--- config.mk ---
export PLATFORM = sky130hd
export DESIGN_NAME = alu_seq_ctrl
export DESIGN_NICKNAME = d
export VERILOG_FILES = /design/src/rtl/alu_seq_ctrl.sv
export SDC_FILE = /design/constraint.sdc
export NUM_CORES = 1
export LEC_CHECK = 0
export ABC_AREA = 1
export CORE_MARGIN = 3
export CORE_UTILIZATION = 40
export DETAILED_ROUTE_END_ITERATION = 7
export PLACE_DENSITY_LB_ADDON = 0.08
export SLEW_MARGIN = 20
export SYNTH_ARGS = -nofsm -noshare
export SYNTH_HDL_FRONTEND = slang
export SYNTH_SLANG_ARGS = --single-unit
--- constraint.sdc ---
create_clock -name clk -period 3 [get_ports clk]
set_input_delay 0.3 -clock clk [delete_from_list [all_inputs] [get_ports clk]]
set_output_delay 0.3 -clock clk [all_outputs]
set_load 0.05 [all_outputs]
--- src/rtl/alu_seq_ctrl.sv ---
// rtl/alu_seq_ctrl.sv - command sequencer and result register stage around an 8-bit ALU
//
// Purpose: accepts one ALU operation per cmd handshake, registers the operands
// and select that drive the external combinational ALU, captures the ALU result
// one cycle later and presents it with carry/zero flags on the res port. An
// 8-bit accumulator can be written with the result and fed back as operand A.
//
// Ports:
//   clk, rst                 clock, asynchronous active-high reset
//   cmd_valid/cmd_ready      command handshake
//   cmd_op/cmd_a/cmd_b       ALU select and operands
//   cmd_a_acc                take operand A from the accumulator
//   cmd_acc_we               write the result into the accumulator
//   alu_a/alu_b/alu_sel      registered ALU inputs
//   alu_out/alu_cout         ALU result and carry/borrow
//   res_valid/res_ready      result handshake
//   res_data/res_carry/res_zero  registered result and flags
//   acc                      accumulator value
//   op_count                 completed result handshakes (wrapping)
module alu_seq_ctrl #(
  parameter int CNT_W = 16
) (
  input  logic             clk,
  input  logic             rst,
  input  logic             cmd_valid,
  output logic             cmd_ready,
  input  logic [2:0]       cmd_op,
  input  logic [7:0]       cmd_a,
  input  logic [7:0]       cmd_b,
  input  logic             cmd_a_acc,
  input  logic             cmd_acc_we,
  output logic [7:0]       alu_a,
  output logic [7:0]       alu_b,
  output logic [2:0]       alu_sel,
  input  logic [7:0]       alu_out,
  input  logic             alu_cout,
  output logic             res_valid,
  input  logic             res_ready,
  output logic [7:0]       res_data,
  output logic             res_carry,
  output logic             res_zero,
  output logic [7:0]       acc,
  output logic [CNT_W-1:0] op_count
);

  localparam logic [1:0] ST_IDLE = 2'd0;
  localparam logic [1:0] ST_EXEC = 2'd1;
  localparam logic [1:0] ST_HOLD = 2'd2;

  logic [1:0]       r_state;
  logic [7:0]       r_alu_a;
  logic [7:0]       r_alu_b;
  logic [2:0]       r_alu_sel;
  logic             r_acc_we;
  logic [7:0]       r_res_data;
  logic             r_res_carry;
  logic             r_res_zero;
  logic [7:0]       r_acc;
  logic [CNT_W-1:0] r_op_count;

  logic w_accept;
  logic w_res_done;
  logic w_carry_trusted;

  assign w_accept   = (r_state == ST_IDLE) && cmd_valid;
  assign w_res_done = (r_state == ST_HOLD) && res_ready;

  // The ALU carry is only meaningful for add (000) and sub (001).
  assign w_carry_trusted = (r_alu_sel[2:1] == 2'b00);

  always_ff @(posedge clk or posedge rst) begin
    if (rst) begin
      r_state     <= ST_IDLE;
      r_alu_a     <= 8'd0;
      r_alu_b     <= 8'd0;
      r_alu_sel   <= 3'd0;
      r_acc_we    <= 1'b0;
      r_res_data  <= 8'd0;
      r_res_carry <= 1'b0;
      r_res_zero  <= 1'b1;
      r_acc       <= 8'd0;
      r_op_count  <= '0;
    end else begin
      case (r_state)
        ST_IDLE: begin
          if (w_accept) begin
            r_alu_a   <= cmd_a_acc ? r_acc : cmd_a;
            r_alu_b   <= cmd_b;
            r_alu_sel <= cmd_op;
            r_acc_we  <= cmd_acc_we;
            r_state   <= ST_EXEC;
          end
        end
        ST_EXEC: begin
          r_res_data  <= alu_out;
          r_res_carry <= w_carry_trusted ? alu_cout : 1'b0;
          r_res_zero  <= (alu_out == 8'd0);
          if (r_acc_we) begin
            r_acc <= alu_out;
          end
          r_state <= ST_HOLD;
        end
        ST_HOLD: begin
          if (w_res_done) begin
            r_op_count <= r_op_count + 1'b1;
            r_state    <= ST_IDLE;
          end
        end
        default: begin
          r_state <= ST_IDLE;
        end
      endcase
    end
  end

  assign cmd_ready = (r_state == ST_IDLE);
  assign res_valid = (r_state == ST_HOLD);
  assign alu_a     = r_alu_a;
  assign alu_b     = r_alu_b;
  assign alu_sel   = r_alu_sel;
  assign res_data  = r_res_data;
  assign res_carry = r_res_carry;
  assign res_zero  = r_res_zero;
  assign acc       = r_acc;
  assign op_count  = r_op_count;

endmodule

### PDN straps and rails

Pins as bars on the die edge. Tap cells in gray.
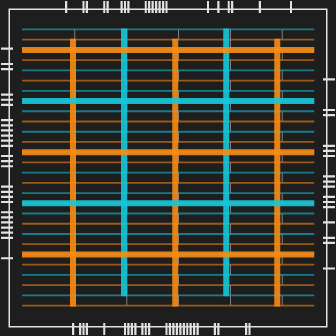
- VSS: orange
- VDD: cyan
- met5 straps: 5
- met4 straps: 5
- rows: 27
- signal pins: 89
- met1 rails: 28

### Placed cells, one color a class

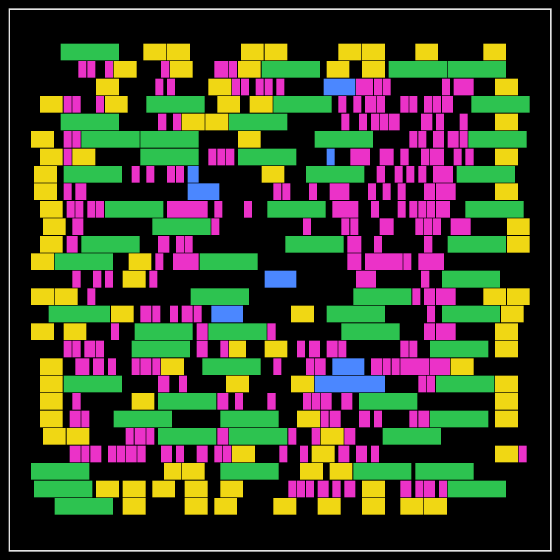
- registers: green (cells 56; share of their area 41%)
- clock drivers and dummy loads: blue (cells 8; share of their area 3.2%)
- remaining buffers and delay cells: yellow (cells 90; share of their area 26%)
- remaining logic cells: magenta (cells 217; share of their area 29%)
Core Region: 5710 µm²
standard-cell row count: 27

==> ds_physical_params.txt <==
Summary of implementation characteristics

Parameter                              Value

Run status
  Result of the run    finished clean

Clocking
  Maximum clock insertion buffer count    2
  Clock sink total    56
  Root buffer selected by CTS    clkbuf_8
  Number of clock buffers inserted by TritonCTS    5
  Number of buffers inserted to repair setup after CTS    0
  Number of gates given a new drive strength after cts    0
  Clock network latency to the later pin of the worst-skew pair    310 ps
  H-tree lvl count    2
  Clock Pin Slew Worst Setup and Hold Paths    90 ps

Placed design
  Final GP Congestion    0.784
  Detailed placer's ending HPWL    4220 µm
  Placed cell count    435

Timing
  Hold slack    472 ps
  Unrepaired setup endpoints after global routing    no
  Sum of negative setup slack    0 ps
  Worst-Margin Slew    826 ps
  Pins over their slew limit    0
  Hold violation total from the final report    0
  Fin Clk Skew    11.7 ps
  Headroom to the max-slew limit    0.448
  Shortest period the worst path allows    2120 ps

GRT
  Global Route met3 Usage    0.0385
  Overall fraction of global-route tracks in use    0.165
  Wire length of the first global-routing pass    9400 µm
  Most utilized layer in the global route result    met2
  Largest net degree at the start of global routing    41

Layout
  Buffers, non-clock    90
  Commonest Layout Cell    nand2_1
  Filler cell count in the final layout    529
  Area Overhead vs Synth    43.6%
  Fraction of area in non-clock buffers    0.256
  Total number of sequential cells    56
  Number of cells in the finished layout apart from fillers    443
  Share of layout cells above drive strength 1    0.0647
  Non-CTS inverters    34
  Fraction of the core area covered by cells at the end of the flow    0.613
  Layout clock area frac    0.0307
  Largest cell class    flip-flops and latches
  Number of antenna cells inserted    0
  Fraction of standard cell area that is sequential    0.401

Run
  Stage-log warning count    26
  Total of max-cap violations    0

Yosys
  Dominant register cell in the synthesized netlist    dfrtp_1
  Xor-xnor portion of the synthesized cell area    0.0359
  Combinational family with the most area after synthesis    simple AND/OR/NAND/NOR gates
  Mux contribution to synthesized area    0
  Number of storage elements in the synthesis netlist    56
  Top cell type by instance count after synthesis    nand2_1
  Main area contributors after synthesis    dfrtp_1 56%, nand2_1 15%, o21ai_0 6.6%, inv_1 4.8%, nor2_1 1.8%
  EDFF count, synth    0
  Count of yosys warnings during synthesis    0
  Unique cell types    26
  Netlist area before placement    2440 µm²
  Proportion of synthesized flip-flops having asynchronous set or reset    1.00
  Instance count of the mapped netlist    279
  Ranking of synthesized cells by instance count    100 x nand2_1, 55 x dfrtp_1, 32 x o21ai_0, 31 x inv_1, 12 x nor2_1
  Largest area contributor in the netlist    dfrtp_1
  AO/OA Area Share    0.0765
  Max-area cell share    0.565
  Simple-Gate Area Share    0.242

Drt
  Antenna violation net count after detailed routing    0
  Number of vias after detailed routing    2013
  DR iter-0 viols    55
  Drt pass-1 iters    4
  Final wirelength    5510 µm
  Average detailed-routed wire length per instance    12.4 µm

Floorplanning
  Number of tapcells    72
  Height of the chip    84.1 µm
  IO Count    89
  DIE AREA    7070 µm²
  Initial core utilization    0.427

Power and ir drop
  Static Leak    1.68 nW

Setup path
  Worst setup path startpoint    r_state[0]
  Category of the critical setup timing path    flip-flop to output port
  Launching point of the worst reg2reg path    r_state[1]
  Crit path arrival time    1820 ps

Hold path
  Worst hold-check path type    input port to async pin
### Clock wires, drivers and flops

The bar under the picture is 20 µm long.
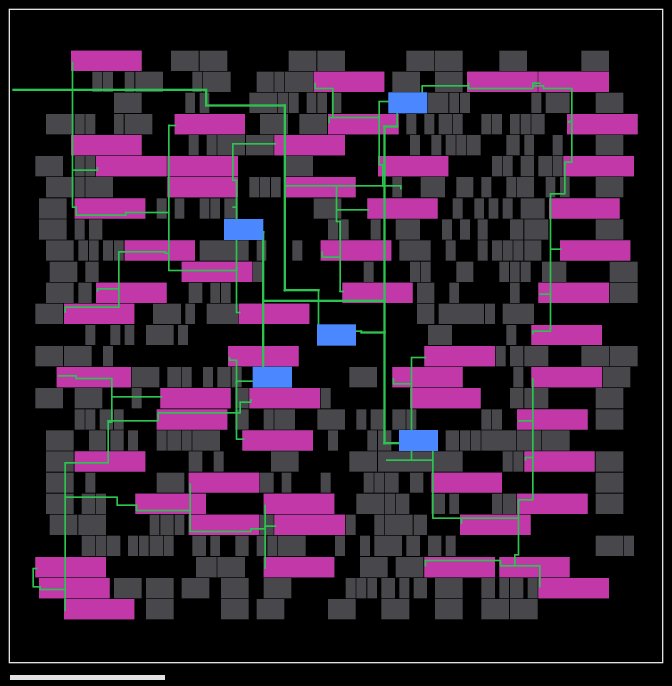
- clock-net drivers: blue (count 5)
- clock wires: green (length 650 µm)
- flip-flops: magenta (count 56)
- flops lie: widely spread

### Metal layers overlaid

The bar under the picture is 20 µm long.
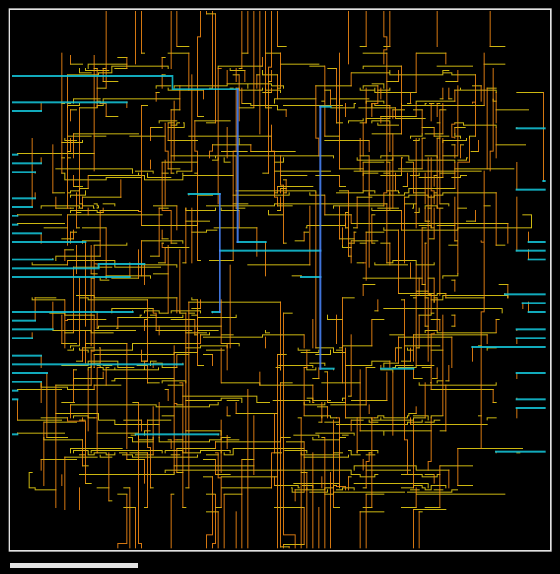
- M2: orange (wire length 2630 µm)
- M3: cyan (wire length 332 µm)
- M4: blue (wire length 83.0 µm)
- M1: yellow (wire length 2460 µm)

==> registers in the layout, summed over array words and instances (netlist names) <==
register,count
acc,8
alu_a,8
alu_b,8
alu_sel,3
op_count,16
r_acc_we,1
r_state,2
res_carry,1
res_data,8
res_zero,1
==> layer usage <==
metal  up-vias  wire, µm
met3         9       332
met2        51      2630
met1       910      2460
met5         -         0
met4         0        82
li1       1043         -
==> critical path: stages, from the launching register on <==
cell and delay, ps:
dfrtp_1 390, inv_1 160, nand2_1 90, inv_1 70, clkdlybuf4s50_1 800
==> report_power, final <==
part,internal [W],switching (W),leakage [nW]
sequential,0.00104,0.000202,0.700
clock,0.000248,0.000233,0.0552
combinational,0.000662,0.00143,0.926
Power is estimated from default activity; no workload was simulated.
